==> run_1/metal_density.png <==
Scale: 2 px per um. The die is cut into 30 by 30 equal tiles; white is low, dark blue is high, scaled to the fullest tile. Values are wire area over tile area, all layers added.
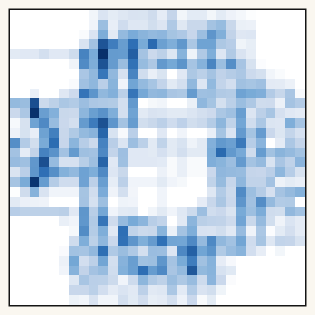
==> run_1/clk_routes.png <==
Scale: 3 px per um.
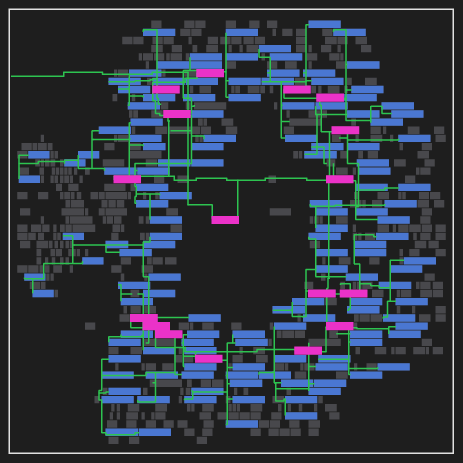
==> run_1/congestion.png <==
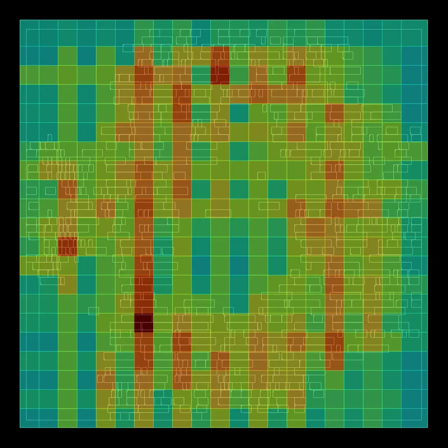
`src/rtl/demux_pkg.sv`:
```
// demux_pkg: shared defaults, pointer sizing helper and select encoding for demux1to2_buf.
package demux_pkg;
    localparam int WIDTH_DEF = 32;
    localparam int DEPTH_DEF = 2;
    localparam int CNT_W_DEF = 16;
    typedef enum logic {DST0 = 1'b0, DST1 = 1'b1} dst_e;
    function automatic int clog2(input int v);
        int r;
        r = 0;
        while ((1 << r) < v) r++;
        return r;
    endfunction
endpackage

```
`src/rtl/sync_fifo.sv`:
```
// sync_fifo: registered-storage FIFO with extra-MSB pointers; storage cleared on reset.
module sync_fifo
    import demux_pkg::*;
#(
    parameter int WIDTH = WIDTH_DEF,
    parameter int DEPTH = DEPTH_DEF
) (
    input  logic             clk_i,
    input  logic             rst_i,
    input  logic             push,
    input  logic             pop,
    input  logic [WIDTH-1:0] wdata,
    output logic [WIDTH-1:0] rdata,
    output logic             full,
    output logic             empty
);
    localparam int AW = clog2(DEPTH);
    logic [AW:0]      wr_ptr, rd_ptr;
    logic [WIDTH-1:0] mem [DEPTH];
    assign empty = wr_ptr == rd_ptr;
    assign full  = (wr_ptr ^ rd_ptr) == {1'b1, {AW{1'b0}}};
    assign rdata = mem[rd_ptr[AW-1:0]];
    always_ff @(posedge clk_i) begin
        if (rst_i) begin
            wr_ptr <= '0;
            rd_ptr <= '0;
            for (int i = 0; i < DEPTH; i++) mem[i] <= '0;
        end else begin
            if (push && !full) begin
                mem[wr_ptr[AW-1:0]] <= wdata;
                wr_ptr <= wr_ptr + (AW+1)'(1);
            end
            if (pop && !empty) rd_ptr <= rd_ptr + (AW+1)'(1);
        end
    end
endmodule

```
`src/rtl/demux1to2_buf.sv`:
```
// demux1to2_buf: buffered 1-to-2 stream demux, one FIFO per destination.
// Define DEMUX_CNT_EN to build the delivered-word counters (CNT_W, dst0_cnt_o, dst1_cnt_o).
module demux1to2_buf
    import demux_pkg::*;
#(
    parameter int WIDTH = WIDTH_DEF,
    parameter int DEPTH = DEPTH_DEF
`ifdef DEMUX_CNT_EN
    ,
    parameter int CNT_W = CNT_W_DEF
`endif
) (
    input  logic             clk_i,
    input  logic             rst_i,
    input  logic             src_valid_i,
    output logic             src_ready_o,
    input  logic [WIDTH-1:0] src_data_i,
    input  logic             sel_i,
    output logic             dst0_valid_o,
    input  logic             dst0_ready_i,
    output logic [WIDTH-1:0] dst0_data_o,
    output logic             dst1_valid_o,
    input  logic             dst1_ready_i,
    output logic [WIDTH-1:0] dst1_data_o
`ifdef DEMUX_CNT_EN
    ,
    output logic [CNT_W-1:0] dst0_cnt_o,
    output logic [CNT_W-1:0] dst1_cnt_o
`endif
);
    dst_e sel;
    logic full0, full1, empty0, empty1, accept, pop0, pop1;
    assign sel          = dst_e'(sel_i);
    assign src_ready_o  = (sel == DST1) ? !full1 : !full0;
    assign accept       = src_valid_i && src_ready_o;
    assign dst0_valid_o = !empty0;
    assign dst1_valid_o = !empty1;
    assign pop0         = dst0_valid_o && dst0_ready_i;
    assign pop1         = dst1_valid_o && dst1_ready_i;
    sync_fifo #(.WIDTH(WIDTH), .DEPTH(DEPTH)) u_fifo0 (
        .clk_i(clk_i), .rst_i(rst_i), .push(accept && sel == DST0), .pop(pop0),
        .wdata(src_data_i), .rdata(dst0_data_o), .full(full0), .empty(empty0)
    );
    sync_fifo #(.WIDTH(WIDTH), .DEPTH(DEPTH)) u_fifo1 (
        .clk_i(clk_i), .rst_i(rst_i), .push(accept && sel == DST1), .pop(pop1),
        .wdata(src_data_i), .rdata(dst1_data_o), .full(full1), .empty(empty1)
    );
`ifdef DEMUX_CNT_EN
    always_ff @(posedge clk_i) begin
        if (rst_i) begin
            dst0_cnt_o <= '0;
            dst1_cnt_o <= '0;
        end else begin
            dst0_cnt_o <= dst0_cnt_o + CNT_W'(pop0);
            dst1_cnt_o <= dst1_cnt_o + CNT_W'(pop1);
        end
    end
`else
`endif
endmodule

```
`config.mk`:
```
export PLATFORM = sky130hd
export DESIGN_NAME = demux1to2_buf
export DESIGN_NICKNAME = d
export VERILOG_FILES = /design/src/rtl/demux_pkg.sv /design/src/rtl/sync_fifo.sv /design/src/rtl/demux1to2_buf.sv
export SDC_FILE = /design/constraint.sdc
export NUM_CORES = 1
export LEC_CHECK = 0
export ABC_AREA = 1
export CAP_MARGIN = 40
export CORE_MARGIN = 2
export CORE_UTILIZATION = 30
export DETAILED_ROUTE_END_ITERATION = 10
export GPL_ROUTABILITY_DRIVEN = 0
export MAX_ROUTING_LAYER = met4
export PLACE_DENSITY = 0.58
export SYNTH_ARGS = -nofsm -noshare
export SYNTH_HDL_FRONTEND = slang
export SYNTH_SLANG_ARGS = --single-unit
```
`constraint.sdc`:
```
create_clock -name clk_i -period 3.24 [get_ports clk_i]
set_clock_uncertainty 0.2 [all_clocks]
set_input_delay 0.648 -clock clk_i [delete_from_list [all_inputs] [get_ports clk_i]]
set_output_delay 0.648 -clock clk_i [all_outputs]
set_load 0.005 [all_outputs]
```
==> summary.txt, run 1 <==
Implementation status.

- The die boundary height is 147.5 um.
- The number of buffers added for setup after CTS is 0.
- The via count of the first global-routing pass is 4082.
- The number of antenna violations at the first check in global routing is 0.
- The flow ran to the end, and the final reports show no timing, DRC or antenna violations.
- Pin placement for this block handled 105 I/O pins.
- Hold repair after CTS inserted 0 buffers.
- The uppermost metal layer occupied by signal nets is met4.
- The number of resized instances in the post-cts repair step is 0.
- TritonCTS built the clock tree.
- The clock period minus final worst setup slack is 2.973 ns.
- The core footprint is 20230 um2.
- The cell-mix breakdown from Yosys lists the adder-cell area share as 0.
- The overall die area is 21770 um2.
- The number of buffer and inverter instances along the worst setup path is 2.
- The post-detailed-placement half-perimeter wirelength is 8773 um.
- The CTS report gives the tree buffer count as 17.
- The data required time of the worst path is 2.39 ns.
- Of the synthesized area, sequential elements account for 0.6543.
- Per the post-route antenna check, the number of violating nets is 0.
- The vias after detailed routing is 3864.
- Timing analysis after detailed placement gives a worst setup slack of 0.5086 ns.
- In the global route stage, met1 resource usage came out at 0.1833.
- The clock sink count is 138.
- The leakage component of the power is 3.110 nW.
-- metal_density.png (at the start) --
- tiles over half the peak: 13%
- mean over tiles: 0.10
- nearly empty tiles: 24%

-- clk_routes.png (at the start) --
- clock drivers: magenta (count 17)
- clock wires: green (length 1730 um)
- flip-flops: blue (count 138)
- flops lie: widely spread
- routed clock nets: 18
Latency at later pin: 0.42 ns
clock network power: 2.27 mW
part of the power in the clock network: 0.455

-- congestion.png (at the start) --
global router's overall resource usage: 0.1435
grt peak-use layer: met2
wire length per cell: 16.99 um
global routing met2 resource utilization: 0.2195

-- run 1: worst paths after layout --
| kind | from | to | cells past startpoint |
|---|---|---|---|
| worst max register to register | u_fifo0.wr_ptr[0] | u_fifo0.mem[1][28] | 7 |
| worst max-delay path | flip-flop | dst0_data_o[20] | 3 |
| worst min-delay path | u_fifo0.wr_ptr[1] | u_fifo0.wr_ptr[1] | 2 |
| worst min register to register | u_fifo0.wr_ptr[1] | u_fifo0.wr_ptr[1] | 2 |
-- run 1: worst register-to-register path: stages, from the launching register on --
cell and delay [ns]:
sky130_fd_sc_hd__dfxtp_1 0.34, sky130_fd_sc_hd__inv_2 0.11, sky130_fd_sc_hd__nand2_1 0.06, sky130_fd_sc_hd__nand2_1 0.09, sky130_fd_sc_hd__nand2_2 0.12, sky130_fd_sc_hd__nand4_2 0.10, sky130_fd_sc_hd__buf_4 0.43, sky130_fd_sc_hd__nor2_1 0.09
-- run 1: where the power goes --
group,leakage [nW],internal [mW],switching (mW)
registers,1.42,2.05,0.0469
clock network,0.337,1.52,0.746
logic,1.35,0.334,0.287
-- run 1: layout by cell type, fill, tap and decap left out, drive strengths merged, types with 6 or more instances in the layout --
master         synthesis  final
a21oi                  9      9
buf                   24     16
bufinv                 0      7
clkbuf                 5     17
clkdlybuf4s50          0    103
clkinv                 0      6
dfxtp                 10     10
edfxtp               128    128
inv                   43     44
mux2                  64     64
nand2                 34     34
nand3                  8      8
nand4                  6      6
nor2                  68     68
nor3                  64     64
-- run 1: cells in the mapped netlist --
cell and instances:
sky130_fd_sc_hd__inv_1 41, sky130_fd_sc_hd__a21oi_1 9, sky130_fd_sc_hd__edfxtp_1 128, sky130_fd_sc_hd__xor2_1 2
sky130_fd_sc_hd__nand2_4 1, sky130_fd_sc_hd__nand3_1 8, sky130_fd_sc_hd__mux2_1 4, sky130_fd_sc_hd__clkbuf_1 5
sky130_fd_sc_hd__buf_1 3, sky130_fd_sc_hd__inv_2 2, sky130_fd_sc_hd__nand2_1 31, sky130_fd_sc_hd__nor3_1 34
sky130_fd_sc_hd__dfxtp_1 10, sky130_fd_sc_hd__buf_2 12, sky130_fd_sc_hd__a31oi_1 1, sky130_fd_sc_hd__nor2_1 68
sky130_fd_sc_hd__mux2_2 60, sky130_fd_sc_hd__nand2_2 2, sky130_fd_sc_hd__nand4_1 2, sky130_fd_sc_hd__nand4_4 3
sky130_fd_sc_hd__buf_6 9, sky130_fd_sc_hd__nor3_2 30, sky130_fd_sc_hd__nand4_2 1
-- run 1: sequential cells by signal, summed over array words and instances, names as in the netlist, named ones only --
register,flops
u_fifo0.mem,64
u_fifo1.mem,64
u_fifo0.rd_ptr,2
u_fifo0.wr_ptr,2
u_fifo1.rd_ptr,2
u_fifo1.wr_ptr,2
-- run 1: final cells by class --
class | count | area share
inverter | 43 | 0.01956
clock buffer | 17 | 0.05156
timing repair buffer | 119 | 0.1471
sequential | 138 | 0.4904
clock inverter | 15 | 0.03291
tap | 270 | 0.04095
multi-input combinational | 256 | 0.2175
## Run 2: what changed since run 1
--- a/config.mk
+++ b/config.mk
@@ -7,12 +7,12 @@
 export LEC_CHECK = 0
 export ABC_AREA = 1
 export CAP_MARGIN = 40
-export CORE_MARGIN = 2
 export CORE_UTILIZATION = 30
 export DETAILED_ROUTE_END_ITERATION = 10
 export GPL_ROUTABILITY_DRIVEN = 0
 export MAX_ROUTING_LAYER = met4
 export PLACE_DENSITY = 0.58
+export SLEW_MARGIN = 20
 export SYNTH_ARGS = -nofsm -noshare
 export SYNTH_HDL_FRONTEND = slang
 export SYNTH_SLANG_ARGS = --single-unit
==> run_2/logic_types.png <==
Scale: 2 px per um.
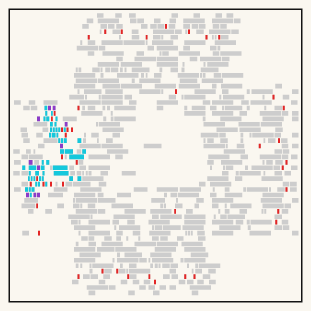
- inverters: red (cells 43; where widely spread)
- inverting AOI/OAI gates: purple (cells 10; where west)
- NAND gates: cyan (cells 48; where west)

==> run_2/clk_routes.png <==
Scale: 3 px per um.
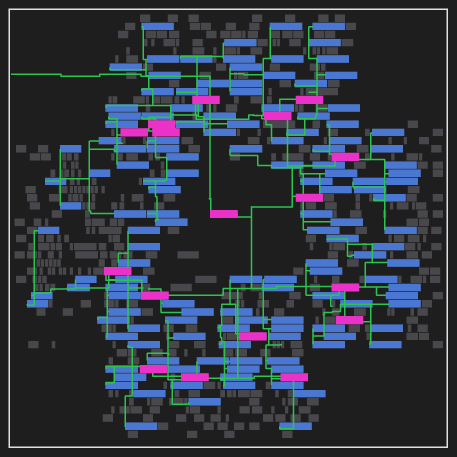
- clock drivers: magenta (count 17)
- clock wires: green (length 1710 um)
- flip-flops: blue (count 138)
- routed clock nets: 18

==> summary.txt, run 2 <==
Implementation status.

- Per the detail_route report, the via count comes to 3870.
- At the worst endpoint, the required time is 2.39 ns.
- For the worst-skew pair, the clock arrives at the later sink with an insertion delay of 0.42 ns.
- Per the detail_route report, routed wire per instance is 16.26 um.
- The number of enable-type register cells in the synthesized netlist is 128.
- The capture point of the worst reg-to-reg path is u_fifo0.mem[1][24].
- The share of async-settable or async-resettable flops after synthesis is 0.
- The number of antenna violations at the first check in global routing is 0.
- The switching power of the nets is 1.044 mW.
- TritonCTS built the clock tree.
- The clock period minus final worst setup slack is 3.056 ns.
- Total global-route track usage over all layers is 0.1424.
- The top cell types in the final layout, fill and taps aside, are sky130_fd_sc_hd__edfxtp_1 (128), sky130_fd_sc_hd__clkdlybuf4s50_1 (103), sky130_fd_sc_hd__nor2_1 (68).
- Sorting the synthesized cells by how often they occur yields sky130_fd_sc_hd__edfxtp_1 (128), sky130_fd_sc_hd__nor2_1 (68), sky130_fd_sc_hd__mux2_2 (60).
- The flow ran to the end, and the final reports show no timing, DRC or antenna violations.
- The hold-critical path depth is 2.
- The hold path endpoint is u_fifo0.wr_ptr[1].
- The number of buffers inserted during clock tree synthesis is 17.
- sky130_fd_sc_hd__edfxtp_1 is the most common cell in the netlist.
- The commonest register cell is sky130_fd_sc_hd__edfxtp_1.
- The via count of the first global-routing pass is 3986.
==> run 2: metal layers <==
metal,wire [um],track usage,up-vias,share of wire
met5,0,-,-,0
met4,114,0.03526,0,0.0082
met3,544,0.04232,10,0.039
met2,6859,0.2298,80,0.49
met1,6416,0.1745,1923,0.46
li1,-,-,1857,-
==> run 2: worst min-delay path, delay by kind of cell (launching register included) <==
family	cells	cell delay, ns
and+or+nand+nor	1	0.07
DFF	1	0.33
AOI/OAI and AO/OA	1	0.06
==> run 2: kinds of logic after synthesis <==
family / Yosys count
AOI/OAI and AO/OA: 10
DFF: 138
xor gates and xnor gates: 2
buffers and inverters: 72
and+or+nand+nor: 180
muxes: 64
==> run 2: worst max-delay path by stage <==
stage	slack, ns	endpoint	cells past startpoint
final	0.18	dst0_data_o[21]	3
after global routing	0.09	dst0_data_o[21]	3
after CTS	0.12	dst0_data_o[21]	3
after detailed placement	0.52	u_fifo0.mem[1][24]	4
after global placement	0.52	src_ready_o	4
after floorplan	0.72	u_fifo0.mem[1][0]	4
==> run 2: cell type report <==
class	count	share of cell area
sequential	138	0.4992
multi-input combinational	256	0.2213
timing repair buffer	118	0.1488
clock buffer	18	0.05294
tap	270	0.04167
inverter	43	0.01991
clock inverter	14	0.01621
==> run 2: through the flow <==
step	setup slack, ns	instance area, um2	util	hold slack, ns
final	0.1843	8107	0.4006	0.3006
after CTS	0.1180	8107	0.4006	0.3030
after floorplan	0.7164	6181	-	0.2663
after global routing	0.08853	8107	0.4006	0.3157
after detailed placement	0.5152	7546	0.3729	0.2942
after global placement	0.5227	7546	0.3729	0.2860
==> run 2: power by group through the flow <==
stage / Clock, mW / Combinational (mW) / Sequential (mW)
2_1_floorplan: 0 / 0.307 / 2.11
3_3_place_gp: 0 / 0.614 / 2.14
3_5_place_dp: 0 / 0.620 / 2.14
4_1_cts: 1.88 / 0.625 / 2.11
5_1_grt: 1.95 / 0.662 / 2.12
6_report: 1.83 / 0.613 / 2.10
No activity file was given, so power comes from the tool's default toggle rates.
